## src/rtl/dtc_pulse_gen.sv

```systemverilog
// Digital-to-time converter: decodes a 4-bit encoder-format code to N ticks and emits a delayed pulse
// after the next synchronised ref_in rising edge. Optional sticky overrun flag under `DTC_OVERRUN_EN.
module dtc_pulse_gen #(
    parameter logic [31:0] TICK_INC    = 32'h0038FCE2,
    parameter int          PULSE_TICKS = 2              // 1..15
) (
    input  logic        clk,
    input  logic        reset,
    input  logic        ref_in,
    input  logic [3:0]  code,
    input  logic        code_valid,
    output logic        code_ready,
    output logic [15:0] thermo_out,
    output logic        dtc_out,
    output logic        busy,
    output logic        done,
    output logic        overrun,
    output logic [1:0]  state_dbg
);

    // Handshake: a code transfers on a rising clk edge where code_valid && code_ready;
    // code_ready is high only in IDLE, so codes offered while busy are simply not taken.

    typedef enum logic [1:0] {IDLE, ARMED, DELAY, PULSE} state_t;

    localparam logic [3:0] PULSE_LAST = 4'(PULSE_TICKS - 1);

    state_t      state, state_nxt;
    logic [31:0] acc, acc_nxt;
    logic [3:0]  cnt, cnt_nxt;
    logic [3:0]  n_reg;
    logic        dtc_nxt, done_nxt;
    logic        ref_ff1, ref_s, ref_s_d, ref_rise;
    logic        accept;
    logic [32:0] sum;
    logic        tick;
    logic [3:0]  n_dec;
    logic [16:0] thermo_full;

    function automatic logic [3:0] decode_n(input logic [3:0] c);
        if (c == 4'd0)
            return 4'd0;
        else if (c[3])
            return {1'b0, c[2:0]} + 4'd1;
        else
            return c + 4'd8;
    endfunction

    assign n_dec       = decode_n(code);
    assign thermo_full = (17'd1 << n_dec) - 17'd1;
    assign code_ready  = (state == IDLE);
    assign busy        = (state != IDLE);
    assign accept      = code_valid && code_ready;
    assign ref_rise    = ref_s & ~ref_s_d;
    assign state_dbg   = state;

    // Tick is the carry out of the phase accumulator for the current cycle.
    assign sum  = {1'b0, acc} + {1'b0, TICK_INC};
    assign tick = sum[32];

    always_comb begin
        state_nxt = state;
        acc_nxt   = 32'd0;
        cnt_nxt   = cnt;
        dtc_nxt   = 1'b0;
        done_nxt  = 1'b0;
        case (state)
            IDLE: begin
                if (accept) state_nxt = ARMED;
            end
            ARMED: begin
                if (ref_rise) begin
                    cnt_nxt = 4'd0;
                    if (n_reg == 4'd0) begin
                        state_nxt = PULSE;
                        dtc_nxt   = 1'b1;
                    end else begin
                        state_nxt = DELAY;
                    end
                end
            end
            DELAY: begin
                acc_nxt = sum[31:0];
                if (tick) begin
                    if (cnt + 4'd1 == n_reg) begin
                        state_nxt = PULSE;
                        cnt_nxt   = 4'd0;
                        dtc_nxt   = 1'b1;
                    end else begin
                        cnt_nxt = cnt + 4'd1;
                    end
                end
            end
            PULSE: begin
                acc_nxt = sum[31:0];
                dtc_nxt = 1'b1;
                if (tick) begin
                    if (cnt == PULSE_LAST) begin
                        state_nxt = IDLE;
                        acc_nxt   = 32'd0;
                        cnt_nxt   = 4'd0;
                        dtc_nxt   = 1'b0;
                        done_nxt  = 1'b1;
                    end else begin
                        cnt_nxt = cnt + 4'd1;
                    end
                end
            end
            default: state_nxt = IDLE;
        endcase
    end

    always_ff @(posedge clk) begin
        if (!reset) begin
            state      <= IDLE;
            acc        <= 32'd0;
            cnt        <= 4'd0;
            n_reg      <= 4'd0;
            thermo_out <= 16'd0;
            dtc_out    <= 1'b0;
            done       <= 1'b0;
            ref_ff1    <= 1'b0;
            ref_s      <= 1'b0;
            ref_s_d    <= 1'b0;
        end else begin
            state   <= state_nxt;
            acc     <= acc_nxt;
            cnt     <= cnt_nxt;
            dtc_out <= dtc_nxt;
            done    <= done_nxt;
            ref_ff1 <= ref_in;
            ref_s   <= ref_ff1;
            ref_s_d <= ref_s;
            if (accept) begin
                n_reg      <= n_dec;
                thermo_out <= thermo_full[15:0];
            end
        end
    end

`ifdef DTC_OVERRUN_EN
    logic overrun_q;

    // A reference edge arriving mid-conversion is only flagged; timing is left alone.
    always_ff @(posedge clk) begin
        if (!reset)
            overrun_q <= 1'b0;
        else if (accept)
            overrun_q <= 1'b0;
        else if (ref_rise && (state == DELAY || state == PULSE))
            overrun_q <= 1'b1;
    end
    assign overrun = overrun_q;
`else
    assign overrun = 1'b0;
`endif

endmodule
```

## config.mk

```make
export PLATFORM = sky130hd
export DESIGN_NAME = dtc_pulse_gen
export DESIGN_NICKNAME = d
export VERILOG_FILES = /design/src/rtl/dtc_pulse_gen.sv
export SDC_FILE = /design/constraint.sdc
export NUM_CORES = 1
export LEC_CHECK = 0
export ABC_AREA = 0
export CORE_UTILIZATION = 41
export DETAILED_ROUTE_END_ITERATION = 16
export MAX_ROUTING_LAYER = met4
export PLACE_DENSITY = 0.72
export SYNTH_ARGS = -nofsm -noshare
export SYNTH_HDL_FRONTEND = slang
export SYNTH_SLANG_ARGS = --single-unit
```

## constraint.sdc

```tcl
create_clock -name clk -period 2.9 [get_ports clk]
set_input_delay 0.725 -clock clk [delete_from_list [all_inputs] [get_ports clk]]
set_output_delay 0.725 -clock clk [all_outputs]
set_load 0.01 [all_outputs]
```

**Run 1: met3 routing**

(4 px per um) Cells faint in the background.
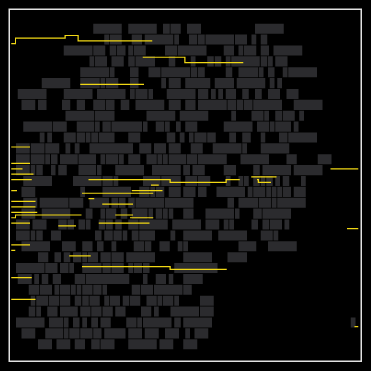
nets with wire on the layer: 30
longest straight run: 21.8 um
final wirelength: 6260 um
Global Route met3 Usage: 5.56%

**Run 1: clock nets**

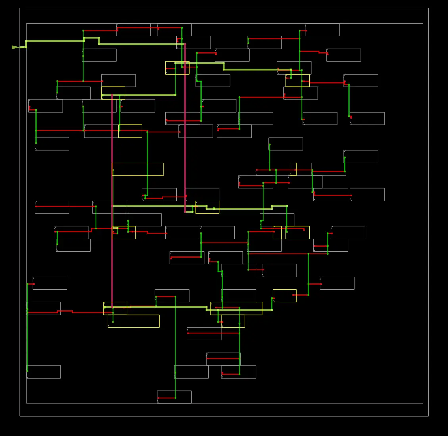
cts bufs inserted: 9
number of clock buffers in the layout: 11
CTS sink cnt: 62
skew final: 0.00894 ns

==> PnR_summary.wiki, run 1 <==
== Flow metrics ==
{| class="wikitable"
! Metric !! Value
|-
| Flop-to-flop setup slack || 0.31 ns
|-
| Total non-filler cell area in the finished layout || 3770 um^2
|-
| Post-Place Cell Area || 3520 um^2
|-
| Residual DRC || 0
|-
| Worst setup path start || code[0]
|-
| Critical Path Stages || 12
|-
| Critical path class || in -> reg
|-
| Run status || finished clean
|-
| Sequence of cells on the critical path || clkdlybuf4s50_1, inv_1, ha_1, nor2b_2, o21ai_0, o31ai_1, nand2_1, ha_2, o31ai_1, and3_1, o21ai_0, a21oi_1
|-
| Synth Cell Area || 3010 um^2
|-
| Area fraction of the dominant cell type after synthesis || 41.3%
|-
| Detail Placement HPWL || 4370 um
|-
| Pwr per Cell Area || 775 nW/um^2
|-
| Category of the worst setup path capture point || flop
|-
| RSZ-0062 raised after global routing || false
|-
| Row count || 30
|-
| Number of cells traversed by the worst hold path || 1
|-
| Worst Hold Path EP || ref_s
|-
| Main logic family after synthesis || simple AND/OR/NAND/NOR gates
|-
| Max-slew violation count || 0
|-
| Max cap viols || 0
|-
| Largest cells by area || sky130_fd_sc_hd__dfxtp_1 (41%), sky130_fd_sc_hd__nor2_1 (6.9%), sky130_fd_sc_hd__xnor2_1 (5.0%), sky130_fd_sc_hd__xor2_1 (4.7%), sky130_fd_sc_hd__ha_1 (4.2%)
|-
| Non-filler cells, final || 503
|-
| Clock Tree Buf Depth || 2
|-
| Number of global-route vias before repair || 2,303
|-
| Tightest slew margin relative to the limit || 34.8%
|-
| Detailed-router iteration count before antenna repair || 4
|-
| Buffer and inverter count on the worst path || 2
|-
| Fa+ha+maj area frac || 4.16%
|-
| XORs/XNORs by Area || 9.61%
|-
| Vertical die dimension || 87.6 um
|-
| Origin of the critical flop-to-flop path || acc[13]
|}
**Run 1: clock distribution**

(6 px per um)
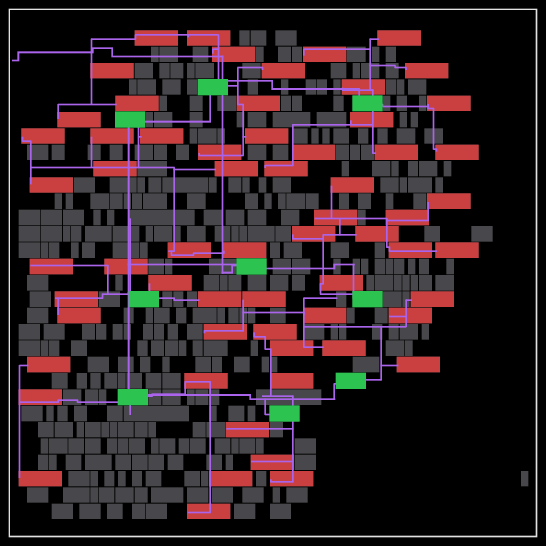
[flip-flops] red | count: 62
[clock-net drivers] green | count: 9
[clock wires] purple | length: 876 um
routed clock nets: 10
flops lie: spread over the die
power attributed to the clock group: 925 uW
clock latency on the worst-skew pair: 0.35 ns
portion of total power attributed to the clock network: 31.7%

## run 1: repair_timing
item | in CTS | in global routing
setup buffers | 0 | 0
endpoints found under the setup margin | 0 | 4
resized | 0 | 4
## run 1: placed cells by master (no fill, tap or decap), types with 7 or more instances in the layout
cell type | synthesis | routed
sky130_fd_sc_hd__nand2_1 | 29 | 29
sky130_fd_sc_hd__xor2_1 | 16 | 16
sky130_fd_sc_hd__nor2_1 | 55 | 55
sky130_fd_sc_hd__buf_4 | 1 | 24
sky130_fd_sc_hd__and3_1 | 7 | 7
sky130_fd_sc_hd__nor3_1 | 9 | 9
sky130_fd_sc_hd__clkbuf_8 | 0 | 10
sky130_fd_sc_hd__inv_1 | 12 | 12
sky130_fd_sc_hd__o21ai_0 | 15 | 14
sky130_fd_sc_hd__a211oi_1 | 7 | 7
sky130_fd_sc_hd__a21oi_1 | 20 | 20
sky130_fd_sc_hd__clkdlybuf4s50_1 | 0 | 29
sky130_fd_sc_hd__dfxtp_1 | 62 | 62
sky130_fd_sc_hd__nand3_1 | 10 | 10
sky130_fd_sc_hd__ha_1 | 10 | 9
sky130_fd_sc_hd__and2_1 | 7 | 7
sky130_fd_sc_hd__xnor2_1 | 17 | 17
## run 1: cell type report
cell class	count	share of cell area, %
timing repair buffer	53	12.5
inverter	12	1.20
clock buffer	11	3.75
multi-input combinational	265	43.9
clock inverter	4	2.52
sequential	62	32.9
tap	96	3.19
## run 1: layer usage
| metal | global-route usage, % | wire [um] |
|---|---|---|
| met5 | - | 0 |
| met4 | 7.15 | 81 |
| met3 | 5.56 | 319 |
| met2 | 27.4 | 2750 |
| met1 | 23.3 | 3110 |
## run 1: per-stage QoR
stage	total power (uW)	TNS, ns
final	2920	0
after global routing	3100	0
after CTS	2930	0
after detailed placement	2000	-0.717
after global placement	1980	-0.230
after floorplan	1690	0
**Run 1: nets reached from selected ports**

(6 px per um)
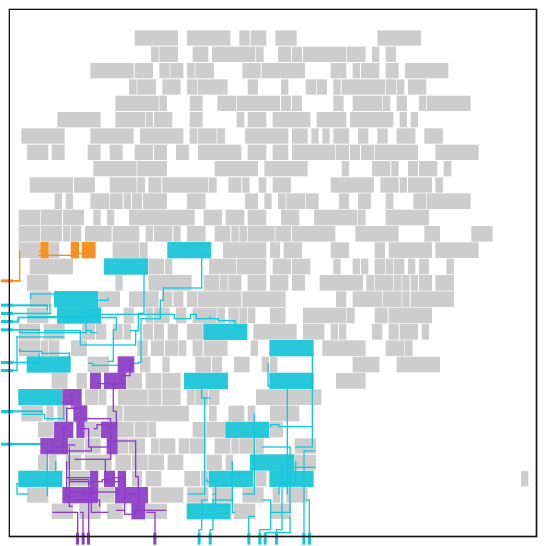

==> run 1 -> run 2 <==
Settings changed: CORE_ASPECT_RATIO set to 1.5, REMOVE_ABC_BUFFERS set to 1.
**Run 2: nets reached from selected ports**

(4 px per um)
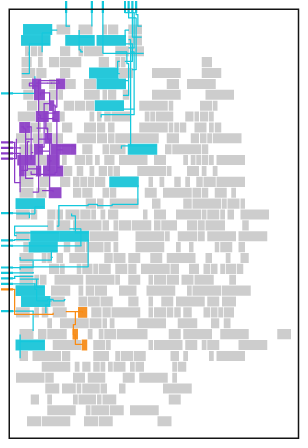
[thermo_out] cyan | bits: 16 | direction: output | edge: 9 left, 7 top | end cells: 16 | buffers: 16 | wire: 425 um
[code_valid] orange | bits: 1 | direction: input | edge: left | end cells: 3 | buffers: 1 | wire: 32.4 um
[code] purple | bits: 4 | direction: input | edge: left | end cells: 21 | buffers: 8 | wire: 214 um
ports placed on the boundary: 31
I/O Buffers: 29

**Run 2: placed cells, one color a class**

(2 px per um)
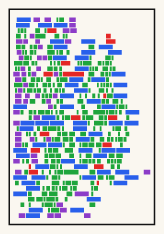
[remaining buffers and delay cells] purple | cells: 53 | share of their area: 13%
[registers] blue | cells: 62 | share of their area: 34%
[clock drivers and dummy loads] red | cells: 16 | share of their area: 5.6%
[remaining logic cells] green | cells: 277 | share of their area: 47%
fraction of standard cell area that is sequential: 33.2%
area of the core: 6990 um^2
total non-filler cell area in the finished layout: 3740 um^2

==> PnR_summary.wiki, run 2 <==
== Flow metrics ==
{| class="wikitable"
! Metric !! Value
|-
| Run status || finished clean
|-
| Met1 Wirelength || 2660 um (-14%)
|-
| Post-CTS setup buffer count || 0 (unchanged)
|-
| Met1 usage || 18.9% (-4.4 points)
|-
| Sequence of cells on the critical path || clkdlybuf4s50_1, inv_1, ha_1, nor2b_2, o21ai_1, nor2_1, nand4_1, ha_2, o21ai_1, nand3b_1, a21oi_1, o221a_2
|-
| Critical path class || in -> reg
|-
| RSZ-0062 raised after global routing || false
|-
| Critical Path Stages || 12 (unchanged)
|-
| GRT Max-Usage Layer || met2
|-
| Max-slew violation count || 0 (unchanged)
|-
| Largest fanout on the critical path || 7
|-
| Final wirelength || 6450 um (+3.0%)
|-
| Top cells excl fill/tap || sky130_fd_sc_hd__dfxtp_1 (62), sky130_fd_sc_hd__nor2_1 (55), sky130_fd_sc_hd__nand2_1 (29), sky130_fd_sc_hd__clkdlybuf4s50_1 (29), sky130_fd_sc_hd__buf_4 (23)
|-
| Non-filler cells, final || 505 (+0.40%)
|-
| Number of global-route vias before repair || 2,411 (+4.7%)
|-
| Detailed-router iteration count before antenna repair || 4 (unchanged)
|-
| Flop-to-flop setup slack || 0.54 ns (+0.23 ns)
|-
| Cts bufs inserted || 9 (unchanged)
|-
| Row count || 37 (+23%)
|-
| Area fraction of the dominant cell type after synthesis || 41.3% (unchanged)
|-
| Portion of total power attributed to the clock network || 28.0% (-3.7 points)
|-
| Largest cells by area || sky130_fd_sc_hd__dfxtp_1 (41%), sky130_fd_sc_hd__nor2_1 (6.9%), sky130_fd_sc_hd__xnor2_1 (5.0%), sky130_fd_sc_hd__xor2_1 (4.7%), sky130_fd_sc_hd__ha_1 (4.2%)
|-
| Detail Placement HPWL || 4740 um (+8.4%)
|-
| Post-Place Cell Area || 3540 um^2 (+0.39%)
|-
| CTS sink cnt || 62 (unchanged)
|-
| Number of cells traversed by the worst hold path || 1 (unchanged)
|-
| Overall power after layout || 2770 uW (-5.2%)
|-
| Uppermost layer routed || met4
|-
| Clock Tree Buf Depth || 2 (unchanged)
|-
| Tightest slew margin relative to the limit || 64.0% (+29 points)
|-
| Residual DRC || 0 (unchanged)
|-
| Category of the worst setup path capture point || flop
|-
| Vertical die dimension || 107 um (+22%)
|-
| Pwr per Cell Area || 740 nW/um^2 (-4.6%)
|-
| Skew final || 0.00717 ns (-0.00178 ns)
|-
| Clock latency on the worst-skew pair || 0.34 ns (about the same)
|-
| Worst setup path start || code[0]
|-
| Global Route met3 Usage || 4.14% (-1.4 points)
|-
| Met3 WL post-DR || 260 um (-18%)
|}
==> run 2: cell type report <==
cell class,instances,area share (%)
multi-input cells,265,44.1
well taps,97,3.24
inverters,12,1.20
repair buffers,53,12.9
clock inverters,3,1.14
flip-flops and latches,62,33.2
clock buffers,13,4.25
==> run 2: worst reg2reg max path, cell delays in order, from the launching register on <==
cell and delay (ns):
sky130_fd_sc_hd__dfxtp_1 0.32, sky130_fd_sc_hd__or4_4 0.54, sky130_fd_sc_hd__or4b_4 0.51, sky130_fd_sc_hd__o211a_4 0.29
sky130_fd_sc_hd__o221a_2 0.30, sky130_fd_sc_hd__nand2_1 0.13, sky130_fd_sc_hd__o221ai_1 0.14
==> run 2: through the flow <==
step,utilization [%],TNS (ns)
floorplan,-,0
global placement,50.6,-0.670
detailed placement,50.6,-1.44
CTS,53.5,0
global route,53.5,0
finish,53.5,0
==> run 2: repair_timing <==
action	in CTS	in global routing
resized	0	3
hold buffers	0	0
setup endpoints to repair	0	5
hold endpoints to repair	0	0
==> run 2: kinds of logic (layout without fill, tap and decap cells) <==
| family | count (synthesis) | in the layout | synth area share (%) |
|---|---|---|---|
| compound gates | 72 | 72 | 16.5 |
| other cells | 1 | 1 | 0.125 |
| xor+xnor | 33 | 33 | 9.61 |
| simple gates | 147 | 147 | 23.6 |
| fa+ha+maj | 10 | 10 | 4.16 |
| buf+inv | 25 | 81 | 3.99 |
| flops | 62 | 62 | 41.3 |
| mux | 2 | 2 | 0.707 |
==> run 2: power groups by stage <==
stage / clock [uW] / sequential (uW) / combinational [uW]
floorplan: 0 / 1070 / 587
global placement: 0 / 1060 / 932
detailed placement: 0 / 1060 / 948
CTS: 790 / 1040 / 955
global route: 827 / 1060 / 1050
finish: 774 / 1040 / 950
Power and IR drop assume default switching activity.
